File: config.mk
export PLATFORM = sky130hd
export DESIGN_NAME = tinyalu_multicycle
export DESIGN_NICKNAME = d
export VERILOG_FILES = /design/src/rtl/tinyalu_pkg.sv /design/src/rtl/tinyalu_seq_mult.sv /design/src/rtl/tinyalu_multicycle.sv
export SDC_FILE = /design/constraint.sdc
export NUM_CORES = 1
export LEC_CHECK = 0
export ABC_CLOCK_PERIOD_IN_PS = 3100
export CAP_MARGIN = 25
export CORE_MARGIN = 5
export CORE_UTILIZATION = 50
export DETAILED_ROUTE_END_ITERATION = 16
export GPL_TIMING_DRIVEN = 0
export PLACE_DENSITY = 0.71
export SLEW_MARGIN = 20
export SYNTH_ARGS = -nofsm -noshare
export SYNTH_HDL_FRONTEND = slang
export SYNTH_SLANG_ARGS = --single-unit
File: constraint.sdc
create_clock -name clk -period 3.1 [get_ports clk]
set_input_delay 0.62 -clock clk [delete_from_list [all_inputs] [get_ports clk]]
set_output_delay 0.62 -clock clk [all_outputs]
set_load 0.005 [all_outputs]
File: src/rtl/tinyalu_pkg.sv
// Shared types and limits for the tinyalu multicycle datapath.
package tinyalu_pkg;

  localparam int MIN_WIDTH = 2;
  localparam int MAX_WIDTH = 32;

  typedef enum logic [2:0] {
    OP_NOP  = 3'b000,
    OP_ADD  = 3'b001,
    OP_AND  = 3'b010,
    OP_XOR  = 3'b011,
    OP_MUL  = 3'b100,
    OP_SUB  = 3'b101,
    OP_ILL6 = 3'b110,
    OP_ILL7 = 3'b111
  } op_e;

  typedef enum logic {
    ST_IDLE = 1'b0,
    ST_MUL  = 1'b1
  } state_e;

endpackage

File: src/rtl/tinyalu_seq_mult.sv
// Iterative shift-add unsigned multiplier: one partial product per cycle while busy.
// product is the accumulator including the current step, so it is the final value when last=1.
module tinyalu_seq_mult
  import tinyalu_pkg::*;
#(
  parameter int WIDTH = 8
) (
  input  logic               clk,
  input  logic               reset_n,
  input  logic               load,
  input  logic               busy,
  input  logic [WIDTH-1:0]   a,
  input  logic [WIDTH-1:0]   b,
  output logic               last,
  output logic [2*WIDTH-1:0] product
);

  localparam int RW = 2 * WIDTH;
  localparam int CW = $clog2(WIDTH + 1);

  logic [RW-1:0]    acc;
  logic [RW-1:0]    mcand;
  logic [WIDTH-1:0] mplier;
  logic [CW-1:0]    cnt;

  assign product = mplier[0] ? acc + mcand : acc;
  assign last    = busy && (cnt == CW'(WIDTH - 1));

  always_ff @(posedge clk) begin
    if (!reset_n) begin
      acc    <= '0;
      mcand  <= '0;
      mplier <= '0;
      cnt    <= '0;
    end else if (load) begin
      acc    <= '0;
      mcand  <= RW'(a);
      mplier <= b;
      cnt    <= '0;
    end else if (busy) begin
      acc    <= product;
      mcand  <= mcand << 1;
      mplier <= mplier >> 1;
      cnt    <= cnt + 1'b1;
    end
  end

endmodule

File: src/rtl/tinyalu_multicycle.sv
// tinyalu with single-cycle ADD/AND/XOR/SUB and a WIDTH-cycle multiply behind a start/done handshake.
// start is ignored while busy; illegal opcodes complete immediately with err and a zero result.
module tinyalu_multicycle
  import tinyalu_pkg::*;
#(
  parameter int WIDTH = 8
) (
  input  logic               clk,
  input  logic               reset_n,
  input  logic               start,
  input  logic [2:0]         op,
  input  logic [WIDTH-1:0]   A,
  input  logic [WIDTH-1:0]   B,
  output logic               busy,
  output logic               done,
  output logic               err,
  output logic [2*WIDTH-1:0] result
);

  localparam int RW = 2 * WIDTH;

  state_e         state_q, state_d;
  logic           accept;
  logic           mul_load;
  logic           mul_last;
  logic [RW-1:0]  mul_product;
  logic [RW-1:0]  alu_res;
  logic           alu_vld;
  logic           alu_err;

  tinyalu_seq_mult #(.WIDTH(WIDTH)) u_mult (
    .clk     (clk),
    .reset_n (reset_n),
    .load    (mul_load),
    .busy    (busy),
    .a       (A),
    .b       (B),
    .last    (mul_last),
    .product (mul_product)
  );

  always_ff @(posedge clk) begin
    if (!reset_n) state_q <= ST_IDLE;
    else          state_q <= state_d;
  end

  always_comb begin
    state_d  = state_q;
    mul_load = 1'b0;
    accept   = start && (state_q == ST_IDLE);
    busy     = (state_q == ST_MUL);
    case (state_q)
      ST_IDLE: begin
        if (accept && (op_e'(op) == OP_MUL)) begin
          mul_load = 1'b1;
          state_d  = ST_MUL;
        end
      end
      ST_MUL: begin
        if (mul_last) state_d = ST_IDLE;
      end
      default: state_d = ST_IDLE;
    endcase
  end

  // SUB relies on modulo-2^RW wraparound to produce the sign-extended borrow
  always_comb begin
    alu_res = '0;
    alu_vld = 1'b0;
    alu_err = 1'b0;
    case (op_e'(op))
      OP_ADD: begin alu_res = RW'(A) + RW'(B); alu_vld = 1'b1; end
      OP_AND: begin alu_res = RW'(A & B);      alu_vld = 1'b1; end
      OP_XOR: begin alu_res = RW'(A ^ B);      alu_vld = 1'b1; end
      OP_SUB: begin alu_res = RW'(A) - RW'(B); alu_vld = 1'b1; end
      OP_ILL6, OP_ILL7: begin
        alu_vld = 1'b1;
        alu_err = 1'b1;
      end
      default: ;
    endcase
  end

  always_ff @(posedge clk) begin
    if (!reset_n) begin
      result <= '0;
      done   <= 1'b0;
      err    <= 1'b0;
    end else begin
      done <= 1'b0;
      err  <= 1'b0;
      if (mul_last) begin
        result <= mul_product;
        done   <= 1'b1;
      end else if (accept && alu_vld) begin
        result <= alu_res;
        done   <= 1'b1;
        err    <= alu_err;
      end
    end
  end

endmodule

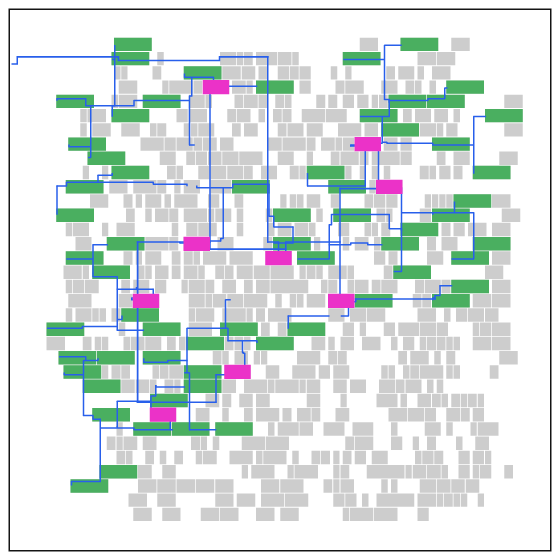
run_1/clock_map.png
[blue] clock wires | length: 885 µm
[magenta] cells driving clock nets | count: 9
[green] flip-flops | count: 63
routed clock nets	10

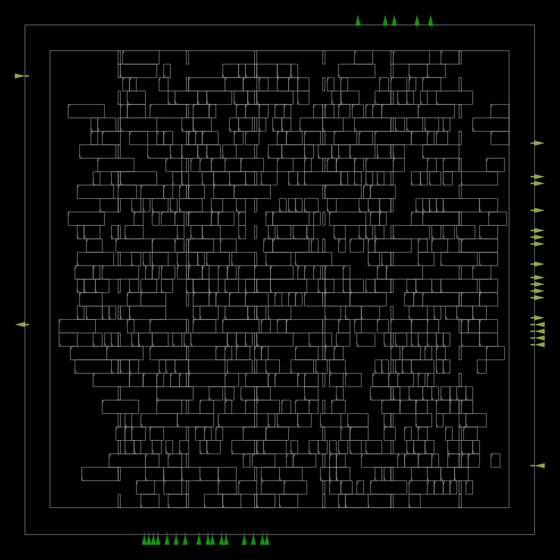
run_1/final_placement.png
flop share of the area: 25.1%
Flops: 63

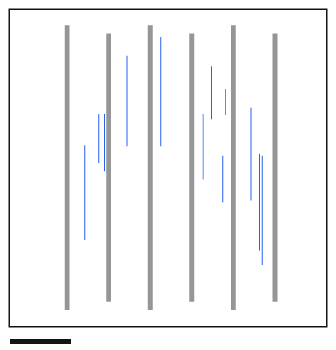
run_1/met4.png
Bar = 20 µm. Supply wires on this layer in grey.
main direction	vertical
wire length on this layer	287 µm
share of all routed wire	2.3%
longest straight run	35.4 µm
nets with wire on the layer	9

==> job_summary.md, run 1 <==
### Flow metrics

| Metric | Value |
|---|---|
| Combinational gate area | 2840 µm² |
| FF-to-FF path depth | 8 |
| Largest registers | result (16), u_mult.acc (16), u_mult.mcand (16) |
| Worst setup path endpoint | result[15] |
| CTS root buf | clkbuf_8 |
| Wire length on met2 | ~5400 µm |
| Seq cells post-synth | 63 |
| P_int | 1.25 mW |
| Post-synth EDFFs | 0 |
| Register Area | 1260 µm² |
| Syn nets | 600 |
| Clock Sinks | 63 |
| GR peak layer | met2 |
| Area figure in the yosys stat output | ~4300 µm² |
| ANT cells | 0 |
| R2r endpoint | result[14] |
| Crit path cell chain | clkdlybuf4s50_1 > inv_1 > ha_1 > fa_1 > nand2b_1 > a21oi_1 > o22ai_1 > a21oi_1 > a21oi_1 > o31a_1 |
| Yosys cell count | 543 |
| Status | complete, no violations |
| Crit path DAT | approximately 3.2 ns |
| CP peak stage delay | 0.52 ns |
| Top post-synthesis cells by count | nand2_1, dfxtp_1, a21oi_1 |
| Basic Gates by Area | 18.5% |
| Buffering overhead | roughly a tenth |
| Crit-path slowest cell | clkdlybuf4s50_1 |
| Worst slack at placement | -0.160 ns |
| Top class by area | multi-input combinational cells |
| Initial core utilization | 50.5% |
| Mean routed wirelength per cell | 17.6 µm |
| Period utilization | 94.6% |
| Hold_buf cts | 0 |
| Comb pwr share | 17.4% |
| Wire length on met3 | 811 µm |
| Total CTS buffers | 9 |
| GRT met1 Usage | 34.9% |
| Net count reported at finish | 649 |
| Vert. Die Dim | a little over 100 µm |
| Crit path kind | primary input to flop |
| Endpoints failing setup | 0 |
| Dominant flop cell | dfxtp_1 |
| Residual DRC | 0 |
| Syn Area/Cell | 7.99 µm² |
| Fmax achieved | 0.341 GHz |
| Main power group | sequential cells |
| CP Launch Type | primary input |
| Placed insts | 689 |
| Critical Path Start | A[0] |
==> run 2, diff against run 1 <==
--- a/config.mk
+++ b/config.mk
@@ -9,9 +9,11 @@
 export CAP_MARGIN = 25
 export CORE_MARGIN = 5
 export CORE_UTILIZATION = 50
+export CTS_CLUSTER_DIAMETER = 80
 export DETAILED_ROUTE_END_ITERATION = 16
 export GPL_TIMING_DRIVEN = 0
 export PLACE_DENSITY = 0.71
+export SETUP_SLACK_MARGIN = 0.02
 export SLEW_MARGIN = 20
 export SYNTH_ARGS = -nofsm -noshare
 export SYNTH_HDL_FRONTEND = slang
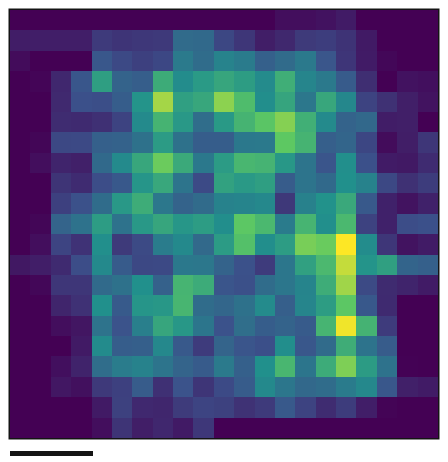
run_2/wire_density.png
Bar = 20 µm. The die is cut into 21 by 21 equal tiles; dark purple is low, yellow is high, scaled to the fullest tile. Values are wire area over tile area, all layers added.
densest ninth of the die	middle
nearly empty tiles	20%
fullest tile	0.69
tiles over half the peak	18%
mean over tiles	0.19

==> run 2 against run 1 <==
Register-to-register slack barely moved. Power did not move. Clock skew did not move. Critical path depth did not move. Wire length did not move.
==> job_summary.md, run 2 <==
### Flow metrics

| Metric | Value |
|---|---|
| Crit-path slowest cell | clkdlybuf4s50_1 |
| Critical Path Start | A[0] |
| Dominant flop cell | dfxtp_1 |
| Worst setup path endpoint | result[15] |
| Endpoints failing setup | 0 |
| Top class by area | multi-input combinational cells |
| CTS root buf | clkbuf_8 |
| GRT met1 Usage | 34.9% |
| Period utilization | about 95% |
| P_int | between 1 and 1.5 mW |
| Largest registers | result (16), u_mult.acc (16), u_mult.mcand (16) |
| Area figure in the yosys stat output | 4340 µm² |
| Seq cells post-synth | 63 |
| Syn Area/Cell | approximately 8.0 µm² |
| GR peak layer | met2 |
| Status | complete, no violations |
| Mean routed wirelength per cell | approximately 18 µm |
| Flops | 63 |
| CP Launch Type | primary input |
| Residual DRC | 0 |
| Net count reported at finish | 649 |
| Total CTS buffers | 9 |
| Fmax achieved | 0.341 GHz |
| Vert. Die Dim | 103 µm |
| Wire length on met3 | 811 µm |
| Placed insts | 689 |
| Syn nets | approximately 600 |
| Clock Sinks | 63 |
| Wire length on met2 | 5430 µm |
==> run 3, diff against run 2 <==
--- a/config.mk
+++ b/config.mk
@@ -7,7 +7,7 @@
 export LEC_CHECK = 0
 export ABC_CLOCK_PERIOD_IN_PS = 3100
 export CAP_MARGIN = 25
-export CORE_MARGIN = 5
+export CORE_MARGIN = 2
 export CORE_UTILIZATION = 50
 export CTS_CLUSTER_DIAMETER = 80
 export DETAILED_ROUTE_END_ITERATION = 16
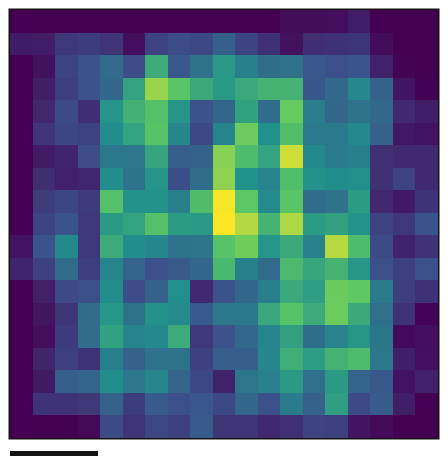
run_3/wire_density.png
Bar = 20 µm. The die is cut into 19 by 19 equal tiles; dark purple is low, yellow is high, scaled to the fullest tile. Values are wire area over tile area, all layers added.
fullest tile	0.69
densest ninth of the die	middle
mean over tiles	0.22
tiles over half the peak	23%
nearly empty tiles	11%

==> run 3 against run 2 <==
First-iteration DRC count up 26%. Largest power group unchanged. Synthesized area unchanged. Die size down 11%. Critical endpoint is now result[11]. Critical path type unchanged. Highest routed layer unchanged. Combinational power up 2%.
==> job_summary.md, run 3 <==
### Flow metrics

| Metric | Value |
|---|---|
| Placed insts | 686 |
| Seq cells post-synth | 63 |
| Hold_buf cts | 0 |
| Clock Sinks | about 63 |
| Total CTS buffers | 9 |
| Worst slack at placement | -0.325 ns |
| P_int | between 1 and 1.5 mW |
| Crit path DAT | 3.11 ns |
| Flop share of the area | 24.8% |
| Basic Gates by Area | a little under a fifth |
| Mean routed wirelength per cell | roughly 18 µm |
| Vert. Die Dim | 97.1 µm |
| Largest registers | result (16), u_mult.acc (16), u_mult.mcand (16) |
| GR peak layer | met2 |
| Endpoints failing setup | 0 |
| ANT cells | 0 |
| Buffering overhead | about a tenth |
| R2r endpoint | result[14] |
| Register Area | between 1000 and 1500 µm² |
| CTS root buf | clkbuf_8 |
| Initial core utilization | a little over half |
| Residual DRC | 0 |
| Period utilization | 93.3% |
| Top post-synthesis cells by count | nand2_1, dfxtp_1, a21oi_1 |
| FF-to-FF path depth | 8 |
| Syn nets | 600 |
| Critical Path Start | A[0] |
| Flops | 63 |
| Wire length on met2 | 5560 µm |
| Area figure in the yosys stat output | 4340 µm² |
| Crit path kind | primary input to flop |
| Wire length on met3 | 1100 µm |
| Crit path cell chain | clkdlybuf4s50_1 > inv_1 > ha_1 > fa_1 > nand2b_1 > a21oi_2 > o22ai_1 > and2_1 > a311oi_1 > a21oi_1 |
| GRT met1 Usage | 39.0% |
| Status | complete, no violations |
| Worst setup path endpoint | result[11] |
| Net count reported at finish | 649 |
Power is estimated from default activity; no workload was simulated.
